### PDN straps and rails

(3 px per µm) Pins as bars on the die edge. Tap cells in grey.
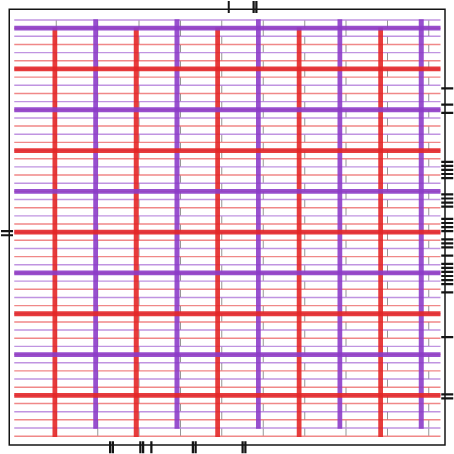
### Cell classes on the final placement

(3 px per µm) Fill, decap, tap and diode cells in grey.
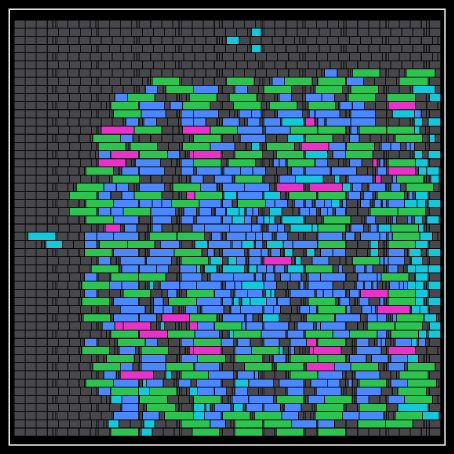
### Clock distribution

(2 px per µm)
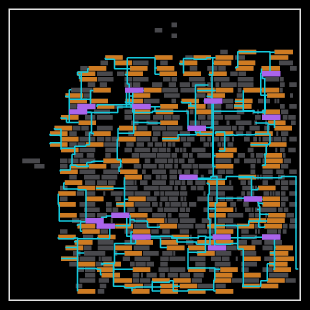
### Metal layers overlaid

(3 px per µm)
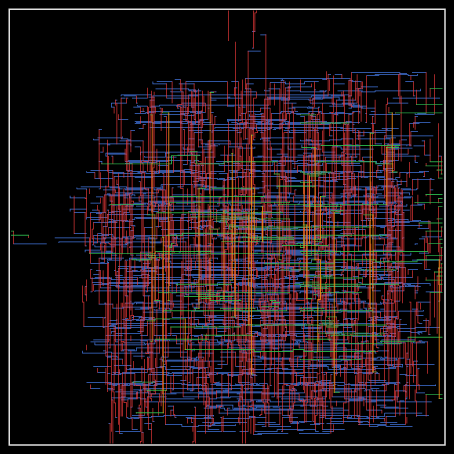
### Congestion heat map

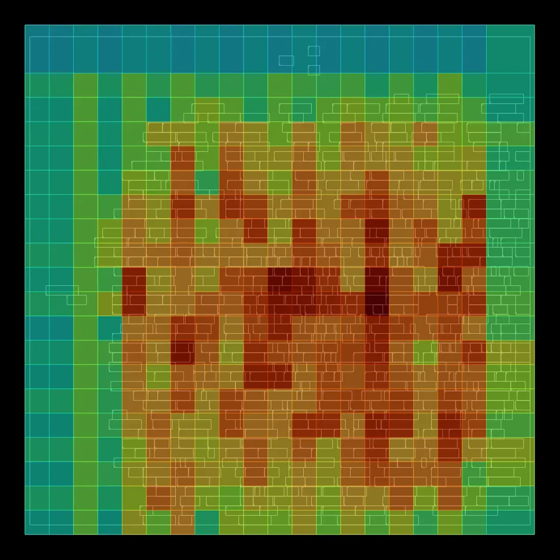
`src/rtl/georgios_pkg.sv`:
```
// rtl/georgios_pkg.sv - shared widths, operand types and forwarding helper
package georgios_pkg;

    localparam int DATA_W = 8;
    localparam int SEL_W  = 4;
    localparam int DEPTH  = 2 ** SEL_W;

    typedef logic [DATA_W-1:0] data_t;
    typedef logic [SEL_W-1:0]  sel_t;

    // A read that lands on the address being written this cycle sees the new data.
    function automatic data_t fwd_data(
        input sel_t  rd_sel,
        input logic  wr_en,
        input sel_t  wr_sel,
        input data_t wr_data,
        input data_t stored
    );
        return (wr_en && (rd_sel == wr_sel)) ? wr_data : stored;
    endfunction

endpackage

```
`src/rtl/register_file_if.sv`:
```
// rtl/register_file_if.sv - router-to-register-file select/enable/data bundle
interface register_file_if;
    import georgios_pkg::*;

    sel_t  x_sel;
    sel_t  y_sel;
    sel_t  z_sel;
    logic  x_enb;
    logic  y_enb;
    logic  z_enb;
    data_t z;
    data_t x;
    data_t y;
    logic  x_valid;
    logic  y_valid;
    logic  z_ack;

    modport master (
        output x_sel, y_sel, z_sel, x_enb, y_enb, z_enb, z,
        input  x, y, x_valid, y_valid, z_ack
    );

    modport slave (
        input  x_sel, y_sel, z_sel, x_enb, y_enb, z_enb, z,
        output x, y, x_valid, y_valid, z_ack
    );

endinterface

```
`src/rtl/strobe_sync.sv`:
```
// rtl/strobe_sync.sv - two-flop synchronizer plus history flop, rising-edge strobe
module strobe_sync (
    input  logic clk,
    input  logic rst_n,
    input  logic level_i,
    output logic strobe_o
);

    logic sync1_q, sync1_d;
    logic sync2_q, sync2_d;
    logic hist_q,  hist_d;

    always_comb begin
        sync1_d = level_i;
        sync2_d = sync1_q;
        hist_d  = sync2_q;
    end

    // Resetting to 1 means a level already high at release looks "old", not new.
    always_ff @(posedge clk or negedge rst_n) begin
        if (!rst_n) begin
            sync1_q <= 1'b1;
            sync2_q <= 1'b1;
            hist_q  <= 1'b1;
        end else begin
            sync1_q <= sync1_d;
            sync2_q <= sync2_d;
            hist_q  <= hist_d;
        end
    end

    assign strobe_o = sync2_q & ~hist_q;

endmodule

```
`src/rtl/register_file.sv`:
```
// rtl/register_file.sv - 16x8 register file, two read ports and one write port
import georgios_pkg::*;

module register_file (
    input  logic               clk,
    input  logic               rst_n,
    register_file_if.slave     bus
);

    logic x_stb;
    logic y_stb;
    logic z_stb;

    strobe_sync u_sync_x (.clk(clk), .rst_n(rst_n), .level_i(bus.x_enb), .strobe_o(x_stb));
    strobe_sync u_sync_y (.clk(clk), .rst_n(rst_n), .level_i(bus.y_enb), .strobe_o(y_stb));
    strobe_sync u_sync_z (.clk(clk), .rst_n(rst_n), .level_i(bus.z_enb), .strobe_o(z_stb));

    data_t mem_q [DEPTH];
    data_t mem_d [DEPTH];
    data_t x_q, x_d;
    data_t y_q, y_d;
    logic  x_valid_q, x_valid_d;
    logic  y_valid_q, y_valid_d;
    logic  z_ack_q,   z_ack_d;

    always_comb begin
        mem_d     = mem_q;
        x_d       = x_q;
        y_d       = y_q;
        x_valid_d = x_stb;
        y_valid_d = y_stb;
        z_ack_d   = z_stb;
        if (z_stb) begin
            mem_d[bus.z_sel] = bus.z;
        end
        if (x_stb) begin
            x_d = fwd_data(bus.x_sel, z_stb, bus.z_sel, bus.z, mem_q[bus.x_sel]);
        end
        if (y_stb) begin
            y_d = fwd_data(bus.y_sel, z_stb, bus.z_sel, bus.z, mem_q[bus.y_sel]);
        end
    end

    always_ff @(posedge clk or negedge rst_n) begin
        if (!rst_n) begin
            mem_q     <= '{default: '0};
            x_q       <= '0;
            y_q       <= '0;
            x_valid_q <= 1'b0;
            y_valid_q <= 1'b0;
            z_ack_q   <= 1'b0;
        end else begin
            mem_q     <= mem_d;
            x_q       <= x_d;
            y_q       <= y_d;
            x_valid_q <= x_valid_d;
            y_valid_q <= y_valid_d;
            z_ack_q   <= z_ack_d;
        end
    end

    assign bus.x       = x_q;
    assign bus.y       = y_q;
    assign bus.x_valid = x_valid_q;
    assign bus.y_valid = y_valid_q;
    assign bus.z_ack   = z_ack_q;

endmodule

```
`src/flat_wrapper.sv`:
```
// flat-port wrapper written by rule: the top's interface ports become plain ports
module register_file_flat 
  (clk, rst_n, bus_x_sel, bus_y_sel, bus_z_sel, bus_x_enb, bus_y_enb, bus_z_enb, bus_z, bus_x, bus_y, bus_x_valid, bus_y_valid, bus_z_ack);
  register_file_if bus_i ();
  input  logic clk;
  input  logic rst_n;
  input wire logic [$bits(bus_i.x_sel)-1:0] bus_x_sel;
  input wire logic [$bits(bus_i.y_sel)-1:0] bus_y_sel;
  input wire logic [$bits(bus_i.z_sel)-1:0] bus_z_sel;
  input wire logic [$bits(bus_i.x_enb)-1:0] bus_x_enb;
  input wire logic [$bits(bus_i.y_enb)-1:0] bus_y_enb;
  input wire logic [$bits(bus_i.z_enb)-1:0] bus_z_enb;
  input wire logic [$bits(bus_i.z)-1:0] bus_z;
  output wire logic [$bits(bus_i.x)-1:0] bus_x;
  output wire logic [$bits(bus_i.y)-1:0] bus_y;
  output wire logic [$bits(bus_i.x_valid)-1:0] bus_x_valid;
  output wire logic [$bits(bus_i.y_valid)-1:0] bus_y_valid;
  output wire logic [$bits(bus_i.z_ack)-1:0] bus_z_ack;
  assign bus_i.x_sel = bus_x_sel;
  assign bus_i.y_sel = bus_y_sel;
  assign bus_i.z_sel = bus_z_sel;
  assign bus_i.x_enb = bus_x_enb;
  assign bus_i.y_enb = bus_y_enb;
  assign bus_i.z_enb = bus_z_enb;
  assign bus_i.z = bus_z;
  assign bus_x = bus_i.x;
  assign bus_y = bus_i.y;
  assign bus_x_valid = bus_i.x_valid;
  assign bus_y_valid = bus_i.y_valid;
  assign bus_z_ack = bus_i.z_ack;
  register_file u_core (.clk(clk), .rst_n(rst_n), .bus(bus_i));
endmodule
```
`config.mk`:
```
export PLATFORM = sky130hd
export DESIGN_NAME = register_file_flat
export DESIGN_NICKNAME = d
export VERILOG_FILES = /design/src/rtl/georgios_pkg.sv /design/src/rtl/register_file_if.sv /design/src/rtl/strobe_sync.sv /design/src/rtl/register_file.sv /design/src/flat_wrapper.sv
export SDC_FILE = /design/constraint.sdc
export NUM_CORES = 1
export LEC_CHECK = 0
export CORE_UTILIZATION = 39
export DETAILED_ROUTE_END_ITERATION = 12
export GPL_TIMING_DRIVEN = 0
export PLACE_DENSITY = 0.69
export SETUP_SLACK_MARGIN = 0.5
export SLEW_MARGIN = 20
export SYNTH_ARGS = -nofsm -noshare
export SYNTH_HDL_FRONTEND = slang
export SYNTH_SLANG_ARGS = --single-unit
```
`constraint.sdc`:
```
create_clock -name clk -period 2 [get_ports clk]
set_clock_uncertainty 0.2 [all_clocks]
set_input_delay 0.4 -clock clk [delete_from_list [all_inputs] [get_ports clk]]
set_output_delay 0.4 -clock clk [all_outputs]
set_load 0.05 [all_outputs]
```
==> flow_summary.yaml <==
# yosys + openroad results
layout:
  nFillCells: 1540
  nNonClkInverters: 11
  nClkBuffers: 22
  logic_area_um2: 4330
  regMostFlops: "u_core.mem_q"
  final-clk-cell-share_pct: 5.98
  antenna-diode-count: 0
  sh_seq_area_pct: 37.8
  nMultiInputCombCells: 329
  area_growth_pct: 30.3
  layout_top_cell: "dfrtp_1"
  regArea_um2: 3920
  largest_register_ffs: 128
  final_cell_mix: "147 x dfrtp_1, 68 x mux2_2, 64 x mux4_2, 52 x mux2_4, 30 x buf_6"
  seq_cells: 156
clocking:
  clk_latency_ns: 0.43
  clock_path_buffers: 2
  path_clk_slew_ns: 0.06
  cts.sinks: 156
  cts_max_level: 4
power_and_ir_drop:
  p_leak_nw: 4.49
  intPower_w: 0.00735
  power_frac_seq_pct: 41.0
  power_density_nw_per_um2: 994
run:
  warnings: 31
  maxCapViolCount: 0
route:
  viasPerCell: 6.00
  finalWirelength_um: 23100
  vias: 5408
run_status:
  failed_checks: "hold timing"
  status: "complete, but fails checks"
synthesis:
  syn_inst: 537
  yosys.area_share.adder_pct: 0
  syn-num-nets: 562
  syn_avg_cell_area_um2: 14.8
  synth_flop_count: 156
  ys_area_um2: 7950
  aoi_share_pct: 6.01
global_route:
  grtUsageTotal_pct: 23.1
  grt_max_degree: 86
  met1_usage_pct: 29.9
  use_met3_pct: 5.43
worst_setup_path:
  crit_buf_inv: 1
  critical-path-top-delay-family: "simple AND/OR/NAND/NOR gates"
  worstSetupStartpoint: "u_core.u_sync_z.hist_d$_DFF_PN1_"
  cp_max_fo: 8
  cp.depth: 5
  r2r-start: "u_core.u_sync_z.hist_d$_DFF_PN1_"
  rrSetupSlack_ns: 0.04
  worstSetupStartpointType: "flop"
  end_kind: "flop"
timing:
  holdWs_ns: -0.264
  slew-limit-headroom_pct: 52.7
  fin_ws_ns: 0.0409
  min_period_ns: 1.96
  finalHoldViolations: 62
placement:
  place_ws_ns: -0.444
  place.gp.congestion: 0.903
  dp_hpwl_um: 15500
die:
  tap_cells: 265
  die.size.y_um: 145
  rows: 51
  die_width_um: 145
## Picture notes: 'PDN straps and rails'
VSS -> red
VDD -> purple
met5 straps = 10
met4 straps = 10

## Picture notes: 'Cell classes on the final placement'
remaining logic cells -> blue  # cells 340, share of their area 44%
remaining buffers and delay cells -> cyan  # cells 109, share of their area 11%
clock drivers and dummy loads -> magenta  # cells 32, share of their area 6.2%
registers -> green  # cells 156, share of their area 39%

## Picture notes: 'Clock distribution'
clock wires -> cyan  # length 1,930 µm
flip-flops -> orange  # count 156
clock-net drivers -> purple  # count 17
routed clock nets = 18

## Picture notes: 'Metal layers overlaid'
M4 -> orange  # wire length 1,030 µm
M2 -> red  # wire length 11,200 µm
M3 -> green  # wire length 1,650 µm
M1 -> blue  # wire length 9,280 µm

## Picture notes: 'Congestion heat map'
Most Crowded Layer GR: met2
Final Core Density: 52.5%

## Yosys cell counts
cell type	number	area (µm²)
a22o_1	32	280
a31o_2	2	17.5
and2_1	2	12.5
and3_1	1	6.26
buf_1	1	3.75
buf_12	1	20.0
buf_2	10	50.1
buf_4	2	15.0
buf_6	4	45.0
buf_8	1	15.0
clkbuf_1	22	82.6
dfrtp_1	147	3680
dfstp_2	9	236
inv_1	10	37.5
inv_2	1	3.75
mux2_2	120	1350
mux4_1	10	263
mux4_2	54	1220
nand2_1	34	128
nand2b_1	3	18.8
nand3_1	1	5.00
nand4_1	3	18.8
nor2_1	19	71.3
nor2_2	1	6.26
nor2b_1	9	56.3
nor3_1	3	15.0
nor3b_2	2	25.0
nor4_4	1	21.3
o21ai_0	8	40.0
o221ai_1	16	140
xnor2_1	2	17.5
xor2_1	6	52.6
## power by group through the flow
stage | registers, W | clock network (W) | logic (W)
2_1_floorplan | 0.00436 | 0 | 0.00145
3_3_place_gp | 0.00417 | 0 | 0.00233
3_5_place_dp | 0.00423 | 0 | 0.00238
4_1_cts | 0.00419 | 0.00346 | 0.00252
5_1_grt | 0.00430 | 0.00361 | 0.00279
6_report | 0.00423 | 0.00341 | 0.00267
## worst reg2reg max path, stage by stage, from the launching register on
cell and delay, ns:
dfstp_2 0.56, nand2b_4 0.13, nor3b_4 0.26, nor2b_4 0.21, buf_8 0.17, mux2_4 0.31
## timing repair
item / 4_1_cts / 5_1_grt
hold endpoints to repair: 62 / 62
setup buffers: 23 / 8
resized: 180 / 61
cloned: 0 / 1
pin swaps: 21 / 17
endpoints found under the setup margin: 163 / 163
## metrics by stage
stage	cells	setup TNS, ns
2_1_floorplan	537	0
3_3_place_gp	837	-873.60
3_5_place_dp	838	-17.43
4_1_cts	893	0
5_1_grt	902	-0.0212
6_report	902	0
Power and IR drop assume default switching activity.
